===== config.mk =====
export PLATFORM = sky130hd
export DESIGN_NAME = ex_stage_mc
export DESIGN_NICKNAME = d
export VERILOG_FILES = /design/src/rtl/ex_stage_mc.sv
export SDC_FILE = /design/constraint.sdc
export NUM_CORES = 1
export LEC_CHECK = 0
export CAP_MARGIN = 40
export CORE_UTILIZATION = 40
export CTS_CLUSTER_SIZE = 30
export DETAILED_ROUTE_END_ITERATION = 10
export SYNTH_ARGS = -nofsm -noshare
export SYNTH_HDL_FRONTEND = slang
export SYNTH_SLANG_ARGS = --single-unit

===== constraint.sdc =====
create_clock -name clk -period 7.6 [get_ports clk]
set_clock_uncertainty 0.2 [all_clocks]
set_input_delay 0.76 -clock clk [delete_from_list [all_inputs] [get_ports clk]]
set_output_delay 0.76 -clock clk [all_outputs]
set_load 0.03 [all_outputs]

===== src/rtl/ex_stage_mc.sv =====
// Execute stage: single-cycle ALU, flag register, iterative shift-add multiplier.
// Latency: 1 cycle for ALU ops, WIDTH/MUL_RBITS+1 cycles for MUL (accept to out_valid).
// Backpressure: busy is high while a MUL iterates; upstream holds its instruction and in_valid is ignored.
//
// Ports: clk/rst (async active-low); in_* instruction fields from ID/EX; flush kills the
// in-flight MUL and blocks accept; out_* is the registered EX/MEM boundary.
// Optional macro EX_FWD_EN adds operand forwarding from the MEM and WB stages.
module ex_stage_mc #(
    parameter int WIDTH     = 16,
    parameter int MUL_RBITS = 1
) (
    input  logic             clk,
    input  logic             rst,
    input  logic             in_valid,
    input  logic [3:0]       in_op,
    input  logic [1:0]       in_src_sel,
    input  logic [WIDTH-1:0] in_a,
    input  logic [WIDTH-1:0] in_b,
    input  logic [WIDTH-1:0] in_imm,
    input  logic [WIDTH-1:0] in_offset,
    input  logic [WIDTH-1:0] in_pc_inc,
    input  logic [3:0]       in_rd,
    input  logic [1:0]       in_wb,
    input  logic [2:0]       in_m,
    input  logic [2:0]       in_bcond,
    input  logic             in_flag_we,
`ifdef EX_FWD_EN
    input  logic [3:0]       in_rs,
    input  logic [3:0]       in_rt,
    input  logic             fwd_mem_we,
    input  logic             fwd_wb_we,
    input  logic [3:0]       fwd_mem_rd,
    input  logic [3:0]       fwd_wb_rd,
    input  logic [WIDTH-1:0] fwd_mem_data,
    input  logic [WIDTH-1:0] fwd_wb_data,
`endif
    input  logic             flush,
    output logic             busy,
    output logic             out_valid,
    output logic [WIDTH-1:0] out_result,
    output logic [WIDTH-1:0] out_pcbranch,
    output logic [2:0]       out_flags,
    output logic [3:0]       out_rd,
    output logic [1:0]       out_wb,
    output logic [2:0]       out_m,
    output logic [2:0]       out_bcond
);
    localparam int SHW   = $clog2(WIDTH);
    localparam int H     = WIDTH / 2;
    localparam int NSTEP = WIDTH / MUL_RBITS;
    localparam int CW    = $clog2(NSTEP);

    localparam logic [3:0] OP_ADD  = 4'h0;
    localparam logic [3:0] OP_SUB  = 4'h1;
    localparam logic [3:0] OP_NAND = 4'h2;
    localparam logic [3:0] OP_XOR  = 4'h3;
    localparam logic [3:0] OP_MUL  = 4'h4;
    localparam logic [3:0] OP_SRA  = 4'h5;
    localparam logic [3:0] OP_SRL  = 4'h6;
    localparam logic [3:0] OP_SLL  = 4'h7;
    localparam logic [3:0] OP_LHB  = 4'hA;
    localparam logic [3:0] OP_LLB  = 4'hB;

    typedef enum logic {S_IDLE, S_MUL} state_t;
    state_t state;

    logic [WIDTH-1:0] op_a, b_reg, op_b;
    logic [WIDTH-1:0] sum, diff, alu_res, pcb, pp, acc_nxt;
    logic [2:0]       flags_nxt;
    logic [SHW-1:0]   shamt;

    // Multiplier state: multiplicand shifts left, multiplier shifts right.
    logic [WIDTH-1:0] mul_a, mul_b, mul_acc;
    logic [CW-1:0]    cnt;

    // Fields captured at MUL accept, presented with the product.
    logic [WIDTH-1:0] hold_pcb;
    logic [3:0]       hold_rd;
    logic [1:0]       hold_wb;
    logic [2:0]       hold_m, hold_bcond;

    assign busy = (state == S_MUL);

    // Operand selection; MEM forwarding wins over WB, register 0 never forwards.
    always_comb begin
        op_a  = in_a;
        b_reg = in_b;
`ifdef EX_FWD_EN
        if (fwd_mem_we && fwd_mem_rd == in_rs && in_rs != 4'd0)
            op_a = fwd_mem_data;
        else if (fwd_wb_we && fwd_wb_rd == in_rs && in_rs != 4'd0)
            op_a = fwd_wb_data;
        if (fwd_mem_we && fwd_mem_rd == in_rt && in_rt != 4'd0)
            b_reg = fwd_mem_data;
        else if (fwd_wb_we && fwd_wb_rd == in_rt && in_rt != 4'd0)
            b_reg = fwd_wb_data;
`endif
        case (in_src_sel)
            2'b00:   op_b = b_reg;
            2'b01:   op_b = in_imm;
            2'b10:   op_b = in_offset;
            default: op_b = WIDTH'(1);
        endcase
    end

    assign sum   = op_a + op_b;
    assign diff  = op_a - op_b;
    assign shamt = in_imm[SHW-1:0];
    assign pcb   = in_pc_inc + in_offset + WIDTH'(1);

    // ALU result and candidate flags; flags_nxt defaults to hold.
    always_comb begin
        alu_res   = '0;
        flags_nxt = out_flags;
        case (in_op)
            OP_ADD: begin
                alu_res   = sum;
                flags_nxt = {sum == '0, sum[WIDTH-1],
                             (op_a[WIDTH-1] == op_b[WIDTH-1]) && (sum[WIDTH-1] != op_a[WIDTH-1])};
            end
            OP_SUB: begin
                alu_res   = diff;
                flags_nxt = {diff == '0, diff[WIDTH-1],
                             (op_a[WIDTH-1] != op_b[WIDTH-1]) && (diff[WIDTH-1] != op_a[WIDTH-1])};
            end
            OP_NAND: begin
                alu_res      = ~(op_a & op_b);
                flags_nxt[2] = (alu_res == '0);
            end
            OP_XOR: begin
                alu_res      = op_a ^ op_b;
                flags_nxt[2] = (alu_res == '0);
            end
            OP_SRA:  alu_res = WIDTH'($signed(op_a) >>> shamt);
            OP_SRL:  alu_res = op_a >> shamt;
            OP_SLL:  alu_res = op_a << shamt;
            OP_LHB:  alu_res = {op_b[H-1:0], op_a[H-1:0]};
            OP_LLB:  alu_res = {op_a[WIDTH-1:H], op_b[H-1:0]};
            default: alu_res = '0;
        endcase
    end

    // Partial product for the MUL_RBITS low multiplier bits this step.
    always_comb begin
        pp = '0;
        for (int j = 0; j < MUL_RBITS; j++)
            if (mul_b[j]) pp = pp + (mul_a << j);
    end
    assign acc_nxt = mul_acc + pp;

    always_ff @(posedge clk or negedge rst) begin
        if (!rst) begin
            state        <= S_IDLE;
            out_valid    <= 1'b0;
            out_result   <= '0;
            out_pcbranch <= '0;
            out_flags    <= '0;
            out_rd       <= '0;
            out_wb       <= '0;
            out_m        <= '0;
            out_bcond    <= '0;
            mul_a        <= '0;
            mul_b        <= '0;
            mul_acc      <= '0;
            cnt          <= '0;
            hold_pcb     <= '0;
            hold_rd      <= '0;
            hold_wb      <= '0;
            hold_m       <= '0;
            hold_bcond   <= '0;
        end else begin
            out_valid <= 1'b0;
            if (flush) begin
                // Abort any MUL; completion on this same edge is also discarded.
                state <= S_IDLE;
            end else begin
                case (state)
                    S_IDLE: begin
                        if (in_valid) begin
                            if (in_op == OP_MUL) begin
                                mul_a      <= op_a;
                                mul_b      <= op_b;
                                mul_acc    <= '0;
                                cnt        <= '0;
                                hold_pcb   <= pcb;
                                hold_rd    <= in_rd;
                                hold_wb    <= in_wb;
                                hold_m     <= in_m;
                                hold_bcond <= in_bcond;
                                state      <= S_MUL;
                            end else begin
                                out_result   <= alu_res;
                                out_pcbranch <= pcb;
                                out_rd       <= in_rd;
                                out_wb       <= in_wb;
                                out_m        <= in_m;
                                out_bcond    <= in_bcond;
                                out_valid    <= 1'b1;
                                if (in_flag_we) out_flags <= flags_nxt;
                            end
                        end
                    end
                    S_MUL: begin
                        mul_acc <= acc_nxt;
                        mul_a   <= mul_a << MUL_RBITS;
                        mul_b   <= mul_b >> MUL_RBITS;
                        cnt     <= cnt + 1'b1;
                        if (cnt == CW'(NSTEP - 1)) begin
                            out_result   <= acc_nxt;
                            out_pcbranch <= hold_pcb;
                            out_rd       <= hold_rd;
                            out_wb       <= hold_wb;
                            out_m        <= hold_m;
                            out_bcond    <= hold_bcond;
                            out_valid    <= 1'b1;
                            state        <= S_IDLE;
                        end
                    end
                    default: state <= S_IDLE;
                endcase
            end
        end
    end
endmodule


Wiring heat map:
The die is cut into 34 by 34 equal tiles; dark purple is low, yellow is high, scaled to the fullest tile. Values are wire area over tile area, all layers added.
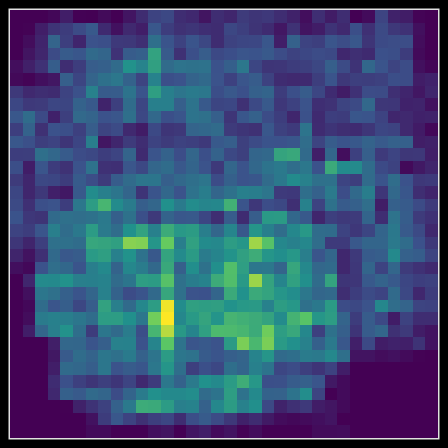
emptiest ninth of the die	south-east
fullest tile	0.87
mean over tiles	0.23
tiles over half the peak	10%
nearly empty tiles	9.6%

Cell classes on the final placement:
Bar = 50 µm.
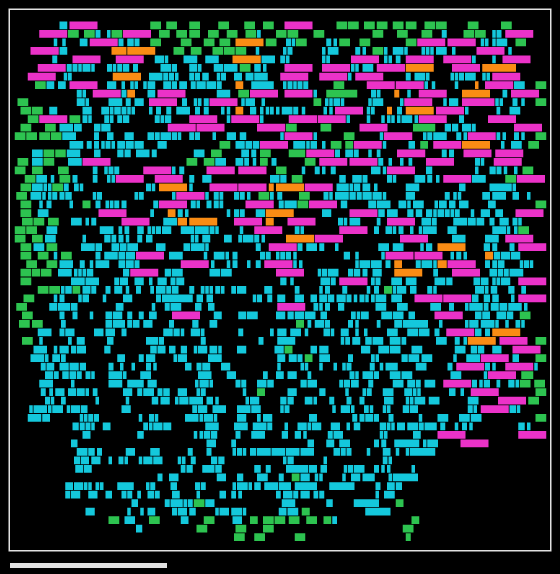
class	color	cells	share of their area
other buffers and delay cells	green	172	13%
all other logic	cyan	1,249	59%
clock drivers and dummy loads	orange	32	4.1%
flops	magenta	129	24%

==> impl_metrics.py <==
# Auto-generated metrics
metrics = {
    "status": {
        "outcome": "finished clean",
    },
    "grt": {
        "grt_pass1_vias": 10785,
        "grtUsageMet3_pct": 5.36,
        "antenna_found_initial": 0,
        "met2_usage_pct": 44.1,
        "overflow": 0,
    },
    "synthesis": {
        "top_area_share_pct": 27.9,
        "yosys.area_share.adder_pct": 7.71,
        "yosysWarningCount": 0,
        "ys_sh_xor_pct": 3.33,
        "ys_sh_simple_pct": 21.6,
        "ys_sh_aoi_pct": 25.2,
        "syn_area_mm2": 0.0116,
    },
    "hold_path": {
        "hold_class": "in2async",
    },
    "finish": {
        "final_util_pct": 49.4,
        "logic_area_mm2": 0.00777,
        "nets": 1741,
        "num_antenna_cells": 0,
        "seq_area_mm2": 0.00323,
        "area_growth_pct": 20.2,
        "final_cell_mix": "nand2_1 (210), clkdlybuf4s50_1 (149), nor2_1 (135)",
    },
    "setup_path": {
        "critical_path.endpoint_type": "flop",
        "critPathMaxFanout": 17,
        "critPathMaxStageDelay_ns": 0.90,
        "worstRegToRegCells": 11,
        "startpoint_type": "primary input",
    },
    "pwr": {
        "p_int_mw": 1.66,
        "pg_comb_mw": 0.986,
        "comb_power_share_pct": 37.1,
        "clock_net_power_mw": 0.780,
        "power.leakage_nw": 5.96,
    },
    "placed_design": {
        "dp.cells": 1928,
        "placed_area_mm2": 0.0134,
    },
    "drt": {
        "num_vias": 11733,
        "top_layer": "met4",
        "drc": 0,
        "post_drt_via_cell_ratio": 5.99,
    },
    "timing": {
        "timing.final.hold_violations": 0,
        "max_slew_margin_pct": 31.7,
        "rsz0062_at_grt": "no",
        "fmax_mhz": 176,
        "drv_slew": 0,
    },
    "clock_tree": {
        "cts_tree": "done",
        "clkTransAtPathRegs_ns": 0.06,
        "cts_made_buffers": 17,
        "cts_resized": 0,
    },
    "die": {
        "die_x_um": 172,
        "ios": 152,
    },
}
[final timing paths]
check / startpoint / to / slack (ns)
max: in_src_sel[1] / out_result[15] / 1.93
min: rst / out_result[4] / 0.1
min reg2reg: hold_wb[0] / hold_wb[0] / 0.27
min in group clk: hold_wb[0] / hold_wb[0] / 0.27
max reg2reg: mul_b[0] / out_result[12] / 3.83
max in group asynchronous: rst / hold_pcb[8] / 5.98
[registers in the layout, indices dropped and copies added, names as in the netlist, 4 cells and up]
name	count
hold_pcb	16
mul_a	16
mul_acc	16
mul_b	16
out_pcbranch	16
out_result	16
cnt	4
hold_rd	4
out_rd	4
[final cells by class]
class	count	area share, %
multi-input cells	1200	55.8
clock inverters	13	0.827
flip-flops and latches	129	23.2
clock buffers	19	3.18
repair buffers	172	12.3
inverters	49	1.32
well taps	378	3.40
Power is estimated from default activity; no workload was simulated.
